### config.mk
export PLATFORM = sky130hd
export DESIGN_NAME = mem_port_arbiter_flat
export DESIGN_NICKNAME = d
export VERILOG_FILES = /design/src/rtl/mem_port_arbiter_if.sv /design/src/rtl/mem_port_arbiter.sv /design/src/flat_wrapper.sv
export SDC_FILE = /design/constraint.sdc
export NUM_CORES = 1
export LEC_CHECK = 0
export CELL_PAD_IN_SITES_DETAIL_PLACEMENT = 0
export CELL_PAD_IN_SITES_GLOBAL_PLACEMENT = 1
export CORE_MARGIN = 8
export CORE_UTILIZATION = 28
export CTS_CLUSTER_DIAMETER = 100
export DETAILED_ROUTE_END_ITERATION = 7
export GPL_TIMING_DRIVEN = 0
export PLACE_DENSITY_LB_ADDON = 0.08
export SLEW_MARGIN = 20
export SYNTH_ARGS = -nofsm -noshare
export SYNTH_HDL_FRONTEND = slang
export SYNTH_SLANG_ARGS = --single-unit
### constraint.sdc
create_clock -name i_clk -period 5.4 [get_ports i_clk]
set_input_delay 1.08 -clock i_clk [delete_from_list [all_inputs] [get_ports i_clk]]
set_output_delay 1.08 -clock i_clk [all_outputs]
set_load 0.005 [all_outputs]
### src/rtl/mem_port_arbiter_if.sv
// mem_port_arbiter_if: bundles the three requesters' hold/access signals and the
// single BRAM port behind the arbiter.
//   i_req/i_acc/i_we  : per-requester hold request, access strobe, write qualifier
//   i_addr/i_wdata    : packed per-requester address (AW each) and write byte
//   o_gnt             : registered one-hot grant
//   o_rvalid/o_rdata  : per-requester read-valid pulse and shared read byte
//   o_timeout         : one-cycle pulse on forced revoke
//   o_mem_*           : BRAM port drive; i_mem_rdata returns one cycle after a read
// The slave modport belongs to the arbiter. The master modport belongs to the
// requester/BRAM side.
interface mem_port_arbiter_if #(
  parameter int unsigned AW = 10
);
  logic [2:0]      i_req;
  logic [2:0]      o_gnt;
  logic [2:0]      i_acc;
  logic [2:0]      i_we;
  logic [3*AW-1:0] i_addr;
  logic [23:0]     i_wdata;
  logic [2:0]      o_rvalid;
  logic [7:0]      o_rdata;
  logic            o_timeout;
  logic            o_mem_en;
  logic            o_mem_we;
  logic [AW-1:0]   o_mem_addr;
  logic [7:0]      o_mem_wdata;
  logic [7:0]      i_mem_rdata;

  modport slave (
    input  i_req, i_acc, i_we, i_addr, i_wdata, i_mem_rdata,
    output o_gnt, o_rvalid, o_rdata, o_timeout,
    output o_mem_en, o_mem_we, o_mem_addr, o_mem_wdata
  );

  modport master (
    output i_req, i_acc, i_we, i_addr, i_wdata, i_mem_rdata,
    input  o_gnt, o_rvalid, o_rdata, o_timeout,
    input  o_mem_en, o_mem_we, o_mem_addr, o_mem_wdata
  );
endinterface

### src/rtl/mem_port_arbiter.sv
// mem_port_arbiter: shares one BRAM port between three requesters. Requester 0 is
// the checksum engine, requester 1 is the frame writer and requester 2 is the
// frame sender.
// A requester holds i_req to own the port. The owner is chosen round-robin after
// the previous owner. While a requester owns the port, its access signals are
// muxed straight onto the BRAM pins.
// If the owner stays idle for TIMEOUT cycles, the grant is revoked. That
// requester is then blocked until it drops i_req.
//   i_clk, i_rst : rising-edge clock, asynchronous active-high reset
//   bus          : requester and BRAM signals (mem_port_arbiter_if.slave)
module mem_port_arbiter #(
  parameter int unsigned AW      = 10,
  parameter int unsigned TIMEOUT = 255
) (
  input  logic              i_clk,
  input  logic              i_rst,
  mem_port_arbiter_if.slave bus
);

  localparam logic [1:0] StIdle    = 2'd0;
  localparam logic [1:0] StGrant   = 2'd1;
  localparam logic [1:0] StRelease = 2'd2;

  localparam logic [9:0] TimeoutVal = 10'(TIMEOUT);

  logic [1:0] state_q, state_d;
  logic [1:0] owner_q, owner_d;
  logic [1:0] last_q, last_d;
  logic [2:0] gnt_q, gnt_d;
  logic [2:0] blocked_q, blocked_d;
  logic [2:0] rvalid_q, rvalid_d;
  logic       timeout_q, timeout_d;
  logic [9:0] cnt_q, cnt_d;

  logic          own_req, own_acc, own_we;
  logic [AW-1:0] own_addr;
  logic [7:0]    own_wdata;
  logic          granted, mem_en, mem_we;
  logic [2:0]    eligible;
  logic [1:0]    pick;

  // Select the current owner's signals.
  always_comb begin
    own_req   = 1'b0;
    own_acc   = 1'b0;
    own_we    = 1'b0;
    own_addr  = '0;
    own_wdata = '0;
    case (owner_q)
      2'd0: begin
        own_req   = bus.i_req[0];
        own_acc   = bus.i_acc[0];
        own_we    = bus.i_we[0];
        own_addr  = bus.i_addr[0 +: AW];
        own_wdata = bus.i_wdata[7:0];
      end
      2'd1: begin
        own_req   = bus.i_req[1];
        own_acc   = bus.i_acc[1];
        own_we    = bus.i_we[1];
        own_addr  = bus.i_addr[AW +: AW];
        own_wdata = bus.i_wdata[15:8];
      end
      2'd2: begin
        own_req   = bus.i_req[2];
        own_acc   = bus.i_acc[2];
        own_we    = bus.i_we[2];
        own_addr  = bus.i_addr[2*AW +: AW];
        own_wdata = bus.i_wdata[23:16];
      end
      default: ;
    endcase
  end

  // The BRAM is driven only in GRANT, and only while the owner still holds i_req.
  // Reset forces state_q to StIdle asynchronously, which drops the BRAM enable
  // in the same cycle.
  assign granted         = (state_q == StGrant);
  assign mem_en          = granted & own_req & own_acc;
  assign mem_we          = mem_en & own_we;
  assign bus.o_mem_en    = mem_en;
  assign bus.o_mem_we    = mem_we;
  assign bus.o_mem_addr  = (granted & own_req) ? own_addr : '0;
  assign bus.o_mem_wdata = (granted & own_req) ? own_wdata : '0;

  assign bus.o_gnt     = gnt_q;
  assign bus.o_rvalid  = rvalid_q;
  assign bus.o_timeout = timeout_q;
  assign bus.o_rdata   = bus.i_mem_rdata;

  // Round-robin: the search starts with the requester after last_q.
  always_comb begin
    eligible = bus.i_req & ~blocked_q;
    case (last_q)
      2'd0:    pick = eligible[1] ? 2'd1 : (eligible[2] ? 2'd2 : 2'd0);
      2'd1:    pick = eligible[2] ? 2'd2 : (eligible[0] ? 2'd0 : 2'd1);
      default: pick = eligible[0] ? 2'd0 : (eligible[1] ? 2'd1 : 2'd2);
    endcase
  end

  always_comb begin
    state_d   = state_q;
    owner_d   = owner_q;
    last_d    = last_q;
    gnt_d     = gnt_q;
    cnt_d     = cnt_q;
    timeout_d = 1'b0;
    // A block is lifted as soon as the blocked requester lets go of i_req.
    blocked_d = blocked_q & bus.i_req;
    rvalid_d  = '0;
    if (mem_en && !mem_we) begin
      rvalid_d = 3'b001 << owner_q;
    end
    case (state_q)
      StIdle: begin
        if (|eligible) begin
          state_d = StGrant;
          owner_d = pick;
          gnt_d   = 3'b001 << pick;
          cnt_d   = '0;
        end
      end
      StGrant: begin
        // A voluntary release takes priority over a timeout that lands in the same cycle.
        if (!own_req) begin
          state_d = StRelease;
          gnt_d   = '0;
          last_d  = owner_q;
        end else if (cnt_q == TimeoutVal) begin
          state_d   = StRelease;
          gnt_d     = '0;
          last_d    = owner_q;
          timeout_d = 1'b1;
          blocked_d = blocked_d | (3'b001 << owner_q);
        end else if (mem_en) begin
          cnt_d = '0;
        end else begin
          cnt_d = cnt_q + 10'd1;
        end
      end
      StRelease: state_d = StIdle;
      default:   state_d = StIdle;
    endcase
  end

  always_ff @(posedge i_clk or posedge i_rst) begin
    if (i_rst) begin
      state_q   <= StIdle;
      owner_q   <= 2'd0;
      last_q    <= 2'd2;
      gnt_q     <= '0;
      blocked_q <= '0;
      rvalid_q  <= '0;
      timeout_q <= 1'b0;
      cnt_q     <= '0;
    end else begin
      state_q   <= state_d;
      owner_q   <= owner_d;
      last_q    <= last_d;
      gnt_q     <= gnt_d;
      blocked_q <= blocked_d;
      rvalid_q  <= rvalid_d;
      timeout_q <= timeout_d;
      cnt_q     <= cnt_d;
    end
  end

endmodule

### src/flat_wrapper.sv
// flat-port wrapper written by rule: the top's interface ports become plain ports
module mem_port_arbiter_flat 
#(
  parameter int unsigned AW      = 10,
  parameter int unsigned TIMEOUT = 255
)
  (i_clk, i_rst, bus_i_req, bus_i_acc, bus_i_we, bus_i_addr, bus_i_wdata, bus_i_mem_rdata, bus_o_gnt, bus_o_rvalid, bus_o_rdata, bus_o_timeout, bus_o_mem_en, bus_o_mem_we, bus_o_mem_addr, bus_o_mem_wdata);
  mem_port_arbiter_if #(.AW(AW)) bus_i ();
  input  logic i_clk;
  input  logic i_rst;
  input wire logic [$bits(bus_i.i_req)-1:0] bus_i_req;
  input wire logic [$bits(bus_i.i_acc)-1:0] bus_i_acc;
  input wire logic [$bits(bus_i.i_we)-1:0] bus_i_we;
  input wire logic [$bits(bus_i.i_addr)-1:0] bus_i_addr;
  input wire logic [$bits(bus_i.i_wdata)-1:0] bus_i_wdata;
  input wire logic [$bits(bus_i.i_mem_rdata)-1:0] bus_i_mem_rdata;
  output wire logic [$bits(bus_i.o_gnt)-1:0] bus_o_gnt;
  output wire logic [$bits(bus_i.o_rvalid)-1:0] bus_o_rvalid;
  output wire logic [$bits(bus_i.o_rdata)-1:0] bus_o_rdata;
  output wire logic [$bits(bus_i.o_timeout)-1:0] bus_o_timeout;
  output wire logic [$bits(bus_i.o_mem_en)-1:0] bus_o_mem_en;
  output wire logic [$bits(bus_i.o_mem_we)-1:0] bus_o_mem_we;
  output wire logic [$bits(bus_i.o_mem_addr)-1:0] bus_o_mem_addr;
  output wire logic [$bits(bus_i.o_mem_wdata)-1:0] bus_o_mem_wdata;
  assign bus_i.i_req = bus_i_req;
  assign bus_i.i_acc = bus_i_acc;
  assign bus_i.i_we = bus_i_we;
  assign bus_i.i_addr = bus_i_addr;
  assign bus_i.i_wdata = bus_i_wdata;
  assign bus_i.i_mem_rdata = bus_i_mem_rdata;
  assign bus_o_gnt = bus_i.o_gnt;
  assign bus_o_rvalid = bus_i.o_rvalid;
  assign bus_o_rdata = bus_i.o_rdata;
  assign bus_o_timeout = bus_i.o_timeout;
  assign bus_o_mem_en = bus_i.o_mem_en;
  assign bus_o_mem_we = bus_i.o_mem_we;
  assign bus_o_mem_addr = bus_i.o_mem_addr;
  assign bus_o_mem_wdata = bus_i.o_mem_wdata;
  mem_port_arbiter #(.AW(AW), .TIMEOUT(TIMEOUT)) u_core (.i_clk(i_clk), .i_rst(i_rst), .bus(bus_i));
endmodule
### Gate families picked out, run 1

Scale: 4 px per micron.
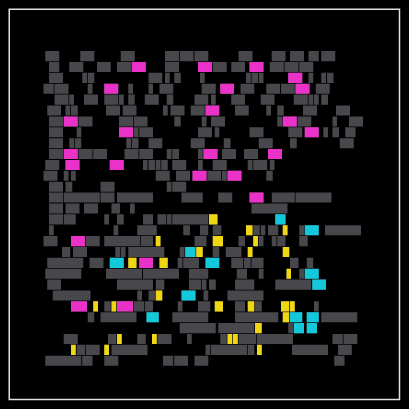
multiplexers -> magenta  # cells 24
NAND gates -> yellow  # cells 28
AND-OR and OR-AND gates -> cyan  # cells 13
most frequent standard cell in the layout excluding fill and tap cells: clkdlybuf4s50_1
non-filler instance count after layout: 404
fraction of area in multi-input gates: 34.9%

### The metal 1 layer, run 1

Scale: 4 px per micron. Supply wires on this layer in grey.
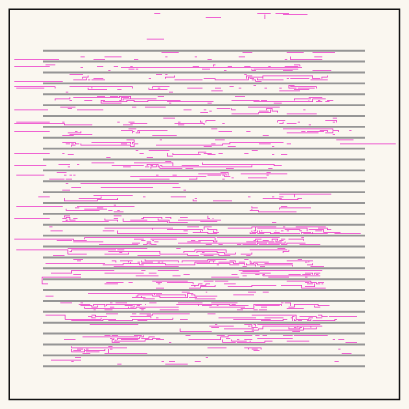
main direction = horizontal
longest straight run = 45.1 microns
share of all routed wire = 41%
nets with wire on the layer = 356
wire length on this layer = 2,810 microns
aggregate routed wire length: 6930 microns
met1 routing resource usage after global routing: 15.7%
vias post-DR: 1,982

### Metal layers overlaid, run 1

Scale: 4 px per micron. Two of the layers only.
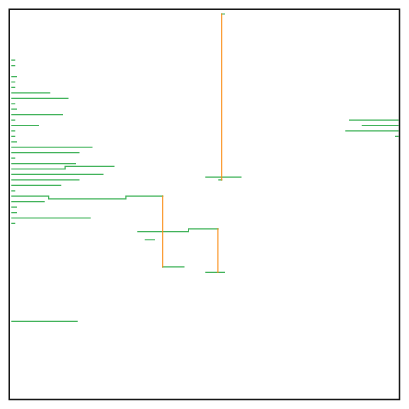
metal 3 -> green  # wire length 348 microns
metal 4 -> orange  # wire length 70.0 microns
Overall Global Routing Usage: 14.3%
routed length per placed instance: 17.2 microns

==> impl_metrics.env, run 1 <==
# yosys + openroad results
export IMPL_largest_register_ffs=10
export IMPL_intPower_w=0.000647
export IMPL_layout_top_cells="clkdlybuf4s50_1, nor2_1, dfrtp_1"
export IMPL_clockNetworkAreaShare_pct=2.37
export IMPL_number_of_signal_net_buffers_in_the_layout=119
export IMPL_yosysUniqueCellTypes=47
export IMPL_comb_power_w=0.000667
export IMPL_clock_insertion_delay_worst_skew_ns=0.28
export IMPL_grt_antenna_before_repair=0
export IMPL_area_leaders="dfrtp_1, mux2i_1, nor2_1, a21oi_1, buf_4"
export IMPL_required_ns=4.32
export IMPL_antenna_violating_nets_post_route=0
export IMPL_cts_root_buffer_cell="clkbuf_8"
export IMPL_post_route_setup_tns_ns=0
export IMPL_cts_sinks=26
export IMPL_p_seq_share_pct=23.8
export IMPL_crit_path_frequent_cell="clkdlybuf4s50_1"
export IMPL_count_of_flip_flops_with_a_built_in_enable_after_synthesis=0
export IMPL_power_frac_comb_pct=61.0
export IMPL_numSynthFlops=26
export IMPL_top_area_cell_class="buffers"
export IMPL_max_cap_viol_count=0
export IMPL_maxClockFrequency_mhz=228
export IMPL_dr_pass1_iters=4
export IMPL_critical_path_max_stage_delay_ns=0.47
export IMPL_ys_sh_adder_pct=0.678
export IMPL_post_synth_ao_oa_area_fraction_pct=21.5
export IMPL_grt_pass1_vias=2141
export IMPL_cts_hold_buf=0
export IMPL_initCoreUtil_pct=29.1
export IMPL_coreArea_sq_um=6350
export IMPL_grt_pass1_wl_microns=11100
export IMPL_ys_cells=224
export IMPL_fin_ws_ns=1.02
export IMPL_first_iter_violations=103
export IMPL_postSynth_topFlopCell="dfrtp_1"
export IMPL_floorplan_row_count=29
export IMPL_clkSlewWorstSetupHoldPaths_ns=0.10
export IMPL_place_detailed_instances=400
export IMPL_outcome="complete, no violations"
==> run 2, diff against run 1 <==
CORE_UTILIZATION = 24   (was 28)
clock period = 3.78 ns   (was 5.4 ns; I/O delays follow)
==> run 2 against run 1 <==
- non-clock buffer count down 1
- total power up 37%
- clock skew up 0.0019 ns
- routed wire length down 0.19%
- design area up 0.37%
==> impl_metrics.env, run 2 <==
# yosys + openroad results
export IMPL_outcome="complete, no violations"
export IMPL_floorplan_row_count=32
export IMPL_top_area_cell_class="buffers"
export IMPL_count_of_flip_flops_with_a_built_in_enable_after_synthesis=0
export IMPL_postSynth_topFlopCell="dfrtp_1"
export IMPL_grt_antenna_before_repair=0
export IMPL_comb_power_w=0.000947
export IMPL_grt_pass1_wl_microns=11100
export IMPL_critical_path_max_stage_delay_ns=0.53
export IMPL_first_iter_violations=79
export IMPL_fin_ws_ns=0.221
export IMPL_max_cap_viol_count=0
export IMPL_numSynthFlops=26
export IMPL_power_frac_comb_pct=63.0
export IMPL_yosysUniqueCellTypes=47
export IMPL_final_cells=428
export IMPL_cts_hold_buf=0
export IMPL_mostFrequentLayoutCell="clkdlybuf4s50_1"
export IMPL_intPower_w=0.000874
export IMPL_clock_insertion_delay_worst_skew_ns=0.27
export IMPL_grt_pass1_vias=2076
export IMPL_ys_cells=224
export IMPL_place_detailed_instances=425
export IMPL_coreArea_sq_um=7610
export IMPL_initCoreUtil_pct=24.3
export IMPL_layout_top_cells="clkdlybuf4s50_1, nor2_1, dfrtp_1"
### Metal layers overlaid, run 2

Scale: 4 px per micron. Two of the layers only.
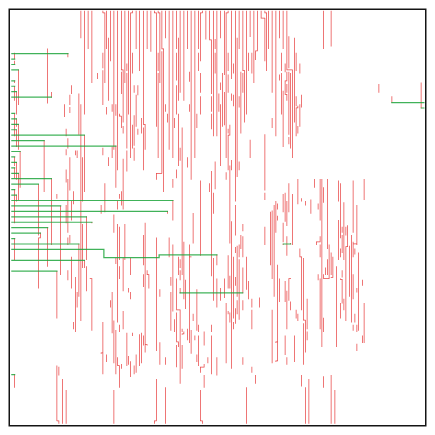
metal 3 -> green  # wire length 385 microns
metal 2 -> red  # wire length 3,770 microns
Overall Global Routing Usage: 12.5%
routed length per placed instance: 16.2 microns
aggregate routed wire length: 6920 microns
vias post-DR: 1,934

No activity file was given, so power comes from the tool's default toggle rates.
